## src/rtl/ahb_mtx_pkg.sv

```systemverilog
// ahb_mtx_pkg: shared AHB encodings and input-stage FSM states for the bus matrix.
package ahb_mtx_pkg;

    localparam logic [1:0] HTRANS_IDLE   = 2'b00;
    localparam logic [1:0] HTRANS_BUSY   = 2'b01;
    localparam logic [1:0] HTRANS_NONSEQ = 2'b10;
    localparam logic [1:0] HTRANS_SEQ    = 2'b11;

    localparam logic HRESP_OKAY  = 1'b0;
    localparam logic HRESP_ERROR = 1'b1;

    typedef enum logic [1:0] {
        S_IDLE = 2'd0,
        S_PEND = 2'd1,
        S_DATA = 2'd2
    } in_stg_state_t;

    // NONSEQ or SEQ: the only transfer types that ask for a slave.
    function automatic logic is_active(input logic [1:0] t);
        return (t != HTRANS_IDLE) && (t != HTRANS_BUSY);
    endfunction

endpackage

```

## src/rtl/ahb_mtx_in_stg_hold.sv

```systemverilog
// ahb_mtx_in_stg_hold: address-phase capture bank and held/live mux toward the output stages.
//  Inputs : HCLK, HRESET (async, active-high), i_cap (load hold regs), i_use_hold (drive held values),
//           i_sel (live select, forces IDLE when low), live address-phase fields i_*.
//  Outputs: o_* address-phase fields toward the output stages.
module ahb_mtx_in_stg_hold
    import ahb_mtx_pkg::*;
#(
    parameter int ADDR_W = 32
) (
    input  logic              HCLK,
    input  logic              HRESET,
    input  logic              i_cap,
    input  logic              i_use_hold,
    input  logic              i_sel,
    input  logic [ADDR_W-1:0] i_addr,
    input  logic [1:0]        i_trans,
    input  logic              i_write,
    input  logic [2:0]        i_size,
    input  logic [2:0]        i_burst,
    input  logic [3:0]        i_prot,
    input  logic              i_lock,
    output logic [ADDR_W-1:0] o_addr,
    output logic [1:0]        o_trans,
    output logic              o_write,
    output logic [2:0]        o_size,
    output logic [2:0]        o_burst,
    output logic [3:0]        o_prot,
    output logic              o_lock
);

    logic [ADDR_W-1:0] r_addr;
    logic [1:0]        r_trans;
    logic              r_write;
    logic [2:0]        r_size;
    logic [2:0]        r_burst;
    logic [3:0]        r_prot;
    logic              r_lock;

    always_ff @(posedge HCLK or posedge HRESET) begin
        if (HRESET) begin
            r_addr  <= '0;
            r_trans <= HTRANS_IDLE;
            r_write <= 1'b0;
            r_size  <= '0;
            r_burst <= '0;
            r_prot  <= '0;
            r_lock  <= 1'b0;
        end else if (i_cap) begin
            r_addr  <= i_addr;
            r_trans <= i_trans;
            r_write <= i_write;
            r_size  <= i_size;
            r_burst <= i_burst;
            r_prot  <= i_prot;
            r_lock  <= i_lock;
        end
    end

    assign o_addr  = i_use_hold ? r_addr  : i_addr;
    assign o_trans = i_use_hold ? r_trans : (i_sel ? i_trans : HTRANS_IDLE);
    assign o_write = i_use_hold ? r_write : i_write;
    assign o_size  = i_use_hold ? r_size  : i_size;
    assign o_burst = i_use_hold ? r_burst : i_burst;
    assign o_prot  = i_use_hold ? r_prot  : i_prot;
    assign o_lock  = i_use_hold ? r_lock  : i_lock;

endmodule

```

## src/rtl/ahb_mtx_in_stg.sv

```systemverilog
// ahb_mtx_in_stg: bus-matrix master-port input stage; buffers ungranted address phases and returns slave response.
//  Master side : HSELS, HADDRS, HTRANSS, HWRITES, HSIZES, HBURSTS, HPROTS, HMASTLOCKS, HREADYS in;
//                HREADYOUTS, HRESPS out.
//  Matrix side : HADDRI, HTRANSI, HWRITEI, HSIZEI, HBURSTI, HPROTI, HMASTLOCKI, trans_pend out;
//                active_ph, readyout_dp, resp_dp in.
//  Monitor     : starve_flag out, built only when AHBMTX_STARVE_MON_EN is defined (else tied 0).
module ahb_mtx_in_stg
    import ahb_mtx_pkg::*;
#(
    parameter int ADDR_W       = 32,
    parameter int CNT_W        = 8,
    parameter int STARVE_LIMIT = 64
) (
    input  logic              HCLK,
    input  logic              HRESET,
    input  logic              HSELS,
    input  logic [ADDR_W-1:0] HADDRS,
    input  logic [1:0]        HTRANSS,
    input  logic              HWRITES,
    input  logic [2:0]        HSIZES,
    input  logic [2:0]        HBURSTS,
    input  logic [3:0]        HPROTS,
    input  logic              HMASTLOCKS,
    input  logic              HREADYS,
    output logic              HREADYOUTS,
    output logic              HRESPS,
    output logic [ADDR_W-1:0] HADDRI,
    output logic [1:0]        HTRANSI,
    output logic              HWRITEI,
    output logic [2:0]        HSIZEI,
    output logic [2:0]        HBURSTI,
    output logic [3:0]        HPROTI,
    output logic              HMASTLOCKI,
    output logic              trans_pend,
    input  logic              active_ph,
    input  logic              readyout_dp,
    input  logic              resp_dp,
    output logic              starve_flag
);

    in_stg_state_t r_state, w_nxt;
    logic w_new_tr, w_free, w_cap;

    assign w_new_tr = HSELS & HREADYS & is_active(HTRANSS);

    always_ff @(posedge HCLK or posedge HRESET) begin
        if (HRESET) r_state <= S_IDLE;
        else        r_state <= w_nxt;
    end

    // w_free: the stage can take a new address phase this cycle (idle, or own data phase completing).
    always_comb begin
        w_free = (r_state == S_IDLE) | ((r_state == S_DATA) & readyout_dp);
        w_cap  = w_free & w_new_tr & ~active_ph;
        w_nxt  = w_free ? (w_new_tr ? (active_ph ? S_DATA : S_PEND) : S_IDLE)
               : ((r_state == S_PEND) & active_ph) ? S_DATA : r_state;
    end

    // Reset gates the live request and transfer type so the arbiters see nothing while HRESET is high.
    ahb_mtx_in_stg_hold #(.ADDR_W(ADDR_W)) u_hold (
        .HCLK       (HCLK),
        .HRESET     (HRESET),
        .i_cap      (w_cap),
        .i_use_hold (r_state == S_PEND),
        .i_sel      (HSELS & ~HRESET),
        .i_addr     (HADDRS),
        .i_trans    (HTRANSS),
        .i_write    (HWRITES),
        .i_size     (HSIZES),
        .i_burst    (HBURSTS),
        .i_prot     (HPROTS),
        .i_lock     (HMASTLOCKS),
        .o_addr     (HADDRI),
        .o_trans    (HTRANSI),
        .o_write    (HWRITEI),
        .o_size     (HSIZEI),
        .o_burst    (HBURSTI),
        .o_prot     (HPROTI),
        .o_lock     (HMASTLOCKI)
    );

    assign trans_pend = ~HRESET & ((r_state == S_PEND) | (HSELS & is_active(HTRANSS)));
    assign HREADYOUTS = (r_state == S_DATA) ? readyout_dp : (r_state != S_PEND);
    assign HRESPS     = (r_state == S_DATA) ? resp_dp : HRESP_OKAY;

`ifdef AHBMTX_STARVE_MON_EN
    logic [CNT_W-1:0] r_cnt, w_cnt_nxt;
    logic             r_starve;

    assign w_cnt_nxt = (r_state != S_PEND) ? '0 : (&r_cnt) ? r_cnt : r_cnt + 1'b1;

    always_ff @(posedge HCLK or posedge HRESET) begin
        if (HRESET) begin
            r_cnt    <= '0;
            r_starve <= 1'b0;
        end else begin
            r_cnt    <= w_cnt_nxt;
            r_starve <= 32'(w_cnt_nxt) >= STARVE_LIMIT;
        end
    end

    assign starve_flag = r_starve;
`else
    assign starve_flag = 1'b0 & (CNT_W > 0) & (STARVE_LIMIT > 0);
`endif

endmodule
```

## config.mk

```make
export PLATFORM = sky130hd
export DESIGN_NAME = ahb_mtx_in_stg
export DESIGN_NICKNAME = d
export VERILOG_FILES = /design/src/rtl/ahb_mtx_pkg.sv /design/src/rtl/ahb_mtx_in_stg_hold.sv /design/src/rtl/ahb_mtx_in_stg.sv
export SDC_FILE = /design/constraint.sdc
export NUM_CORES = 1
export LEC_CHECK = 0
export CAP_MARGIN = 0
export CORE_MARGIN = 4
export CORE_UTILIZATION = 43
export DETAILED_ROUTE_END_ITERATION = 10
export PLACE_DENSITY = 0.76
export SLEW_MARGIN = 0
export SYNTH_ARGS = -nofsm -noshare
export SYNTH_HDL_FRONTEND = slang
export SYNTH_SLANG_ARGS = --single-unit
```

## constraint.sdc

```tcl
create_clock -name HCLK -period 2.1 [get_ports HCLK]
set_clock_uncertainty 0.1 [all_clocks]
set_input_delay 0.315 -clock HCLK [delete_from_list [all_inputs] [get_ports HCLK]]
set_output_delay 0.315 -clock HCLK [all_outputs]
set_load 0.01 [all_outputs]
```

==> out/results.ini <==
[yosys]
synth_flops=48
yosysUniqueCellTypes=22
syn_avg_cell_area_um2=14.6
yosysCellCount=172
netlist_area_um2=2510
ys_seq_frac=0.478
yosys-stat-area_um2=2510
yosys_warnings=0
floorplan.nets=225
synthCells=172

[route]
met1_length_um=2450
wl_met2_um=2680
wire_per_inst_um=16.1
vias=1755
vias_per_cell=4.99
drcViolationCount=0
antenna_left=0
drtPass1Iterations=4
dr_wl_met3_um=447
top_layer=met4
drt_iter0_drc=47
wl_um=5660

[global_route]
gr-usage-met1=0.210
overflow=0
grt_max_degree=49
grt_usage=0.164
met3_usage=0.0628
grt-busiest-layer=met2
grt_pass1_wl_um=9490
grt_pass1_vias=1927
antenna_found_initial=0
globalRouteMet2Util=0.264

[layout]
nets=333
antenna_cells=0
combGateArea_um2=1230
fillCellCount=427
regArea_um2=1200
area_delta_synth_final_pct=48.6
drive_gt1_frac=0.418

[timing]
hold_viol_final=0
fmax_mhz=477
fin_crit_sh=0.997
finalCriticalPeriod_ns=2.09
slew_viol_final=0
layout_setup_ws_ns=0.00540
whs_ns=0.360
relSlewSlack=0.602
tightest_slew_ns=0.597
setup_viol=0
fin_tns_setup_ns=0
rsz0062_at_grt=yes

[worst_setup_path]
cpPeakStageDelay_ns=0.42
setup.worst_path.end_class=primary output
crit_fanout=14
worstPathRequired_ns=1.68
critical_path_buf_inv_count=2
crit_chain=nand2b_4 -> buf_8 -> mux2_2 -> dlygate4sd2_1
path_class=reg -> out
cp-start-kind=flip-flop
cp.arrival_ns=1.68
path_delay_family=buffers and inverters
crit_slowest_cell=dfrtp_1

[cts]
cts_tree=done
postCtsHoldBufs=0
htree_levels=2
root_buffer=clkbuf_8
cts_buffers=5
cts_sinks=48
clock_latency_ns=0.30
clk_pin_slew_ns=0.08
clock_path_buffers=2

[placement]
gp_congestion=0.790
place_ws_ns=-0.0738
dp_hpwl_um=4000

[floorplan]
die_w_um=84.5
row_count=27
fp.dieH_um=84.5
chip_area_um2=7140

[hold_path]
hold_path.class=reg -> reg

[flow_run]
drv_cap=0
tool_warnings=28

[power_and_ir_drop]
max-vdd-ir-drop_v=0.000332
p_per_area_nw_per_um2=715
cellLeakagePower_nw=1.76

[outcome]
status=completed

-- kinds of logic after synthesis --
group	count (synthesis)	synth area share
AND/OR/NAND/NOR	12	0.0294
multiplexers	89	0.440
flip-flops	48	0.478
AND-OR/OR-AND	6	0.0134
buffers and inverters	16	0.0378
other	1	0.00149
-- tightest hold or removal path, delay by kind of cell (launching register included) --
kind	cells	cell delay, ns
DFF	1	0.33
and+or+nand+nor	1	0.05
buffers and inverters	1	0.05
-- placed cells by master, fill, tap and decap left out, types with 2 or more instances in the layout --
cell type / instances
buf_12: 3
mux2_4: 28
nand3_1: 2
dlygate4sd2_1: 12
clkdlybuf4s50_1: 52
buf_8: 2
a21oi_1: 2
o21ai_0: 2
dfrtp_1: 48
clkbuf_2: 7
buf_4: 6
nand2_1: 2
mux2_2: 61
nor2b_1: 2
nand4_1: 2
clkbuf_8: 5
clkdlybuf4s15_1: 29
inv_1: 3
-- Yosys cell counts --
cell	count	share of area
nand3_1	2	0.0040
nor2b_1	2	0.0050
inv_1	4	0.0060
nand2_1	2	0.0030
buf_6	4	0.018
mux2_4	28	0.17
a21oi_1	2	0.0040
buf_1	3	0.0045
buf_2	1	0.0020
clkbuf_1	3	0.0045
or4_4	1	0.0045
nand4_1	2	0.0050
o21ai_0	2	0.0040
and3_1	1	0.0025
dfrtp_1	48	0.48
nand2b_1	1	0.0025
o22ai_1	1	0.0025
a21boi_0	1	0.0030
nand3b_1	1	0.0030
conb_1	1	0.0015
buf_4	1	0.0030
mux2_2	61	0.27
-- flip-flops by register name, summed over array words and instances, names as in the netlist --
| signal | count |
|---|---|
| u_hold.r_write | 1 |
| u_hold.r_addr | 32 |
| u_hold.r_trans | 2 |
| u_hold.r_prot | 4 |
| u_hold.r_size | 3 |
| r_state | 2 |
| u_hold.r_burst | 3 |
| u_hold.r_lock | 1 |
-- report_power, final --
group / switching, mW / internal (mW) / total [mW]
logic: 0.267 / 0.577 / 0.843
clock network: 0.285 / 0.227 / 0.511
registers: 0.133 / 1.18 / 1.32
total: 0.684 / 1.99 / 2.67
-- repair_timing --
item	in CTS	in global routing
setup endpoints to repair	48	45
endpoints found under the hold margin	0	0
cloned	1	0
gates resized	54	44
setup buffers	2	0
-- final timing paths --
kind / from / end / slack (ns) / depth (start not counted)
max in group asynchronous: HRESET / u_hold.r_addr[8] / 0.99 / 3
max: r_state[0] / HADDRI[28] / 0.005 / 4
min reg2reg: u_hold.r_trans[1] / u_hold.r_trans[1] / 0.36 / 2
min in group asynchronous: HRESET / r_state[0] / 0.50 / 3
max reg2reg: r_state[0] / u_hold.r_addr[3] / 0.20 / 4
min: u_hold.r_trans[1] / u_hold.r_trans[1] / 0.36 / 2
-- layout make-up --
class | count | share of cell area
multi-input cells | 108 | 0.328
flip-flops and latches | 48 | 0.322
repair buffers | 113 | 0.301
well taps | 72 | 0.0241
clock buffers | 6 | 0.0194
inverters | 4 | 0.00402
clock inverters | 1 | 0.00134
-- per-stage QoR --
step	instance area, um^2	std cells	power [mW]
2_1_floorplan	2510	172	1.83
3_3_place_gp	3640	342	2.19
3_5_place_dp	3640	342	2.22
4_1_cts	3720	352	2.70
5_1_grt	3740	352	2.83
6_report	3740	352	2.67
cell_classes.png
Scale bar: 20 um. Fill, decap, tap and diode cells in gray.
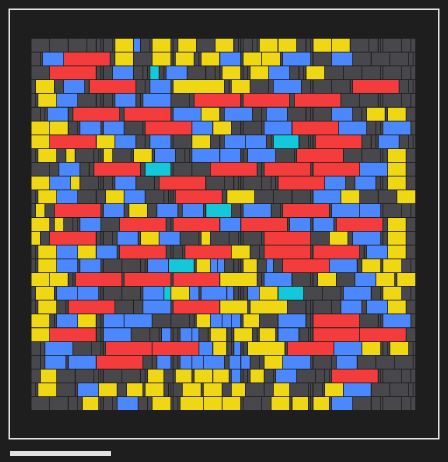
flip-flops -> red  # cells 48
all other logic -> blue  # cells 112
clock drivers and dummy loads -> cyan  # cells 7
other buffers and delay cells -> yellow  # cells 113

port_nets.png
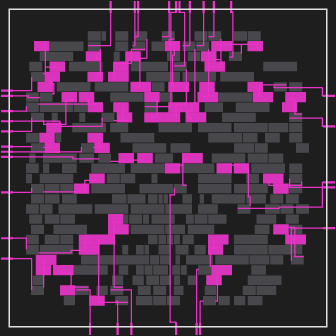
`HADDRS` -> magenta  # bits 32, direction input, end cells 64, buffers 32, wire 866 um
number of buffers added on ports: 101
Ports: 103

met1.png
Supply wires on this layer in gray.
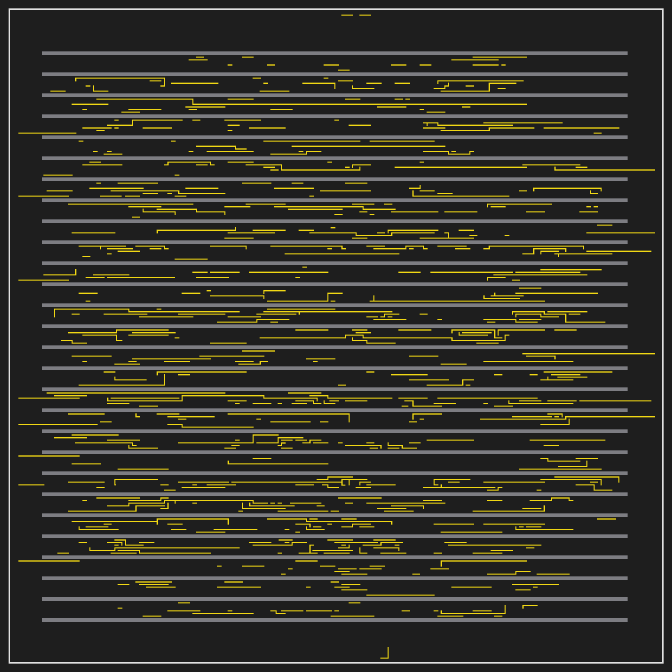
longest straight run = 43.2 um
wire length on this layer = 2450 um
share of all routed wire = 43%
main direction = horizontal

density.png
The die is cut into 8 by 8 equal tiles; white is low, dark blue is high, 0 to 100% covered.
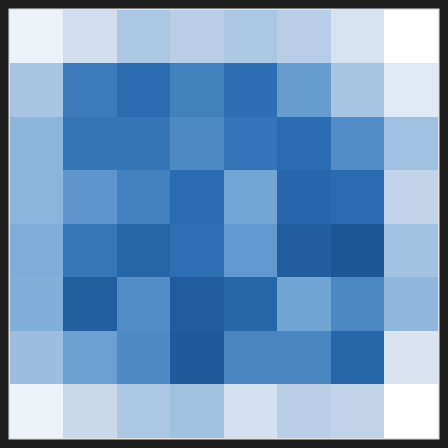
densest ninth of the die = middle
fullest tile = 85%
nearly empty tiles = 3.1%
emptiest ninth of the die = top right
FP Util: 0.451
Core Util, Final: 0.670
core box area: 5570 um^2

Power figures rest on the tool's default switching activity, not on a simulated workload.
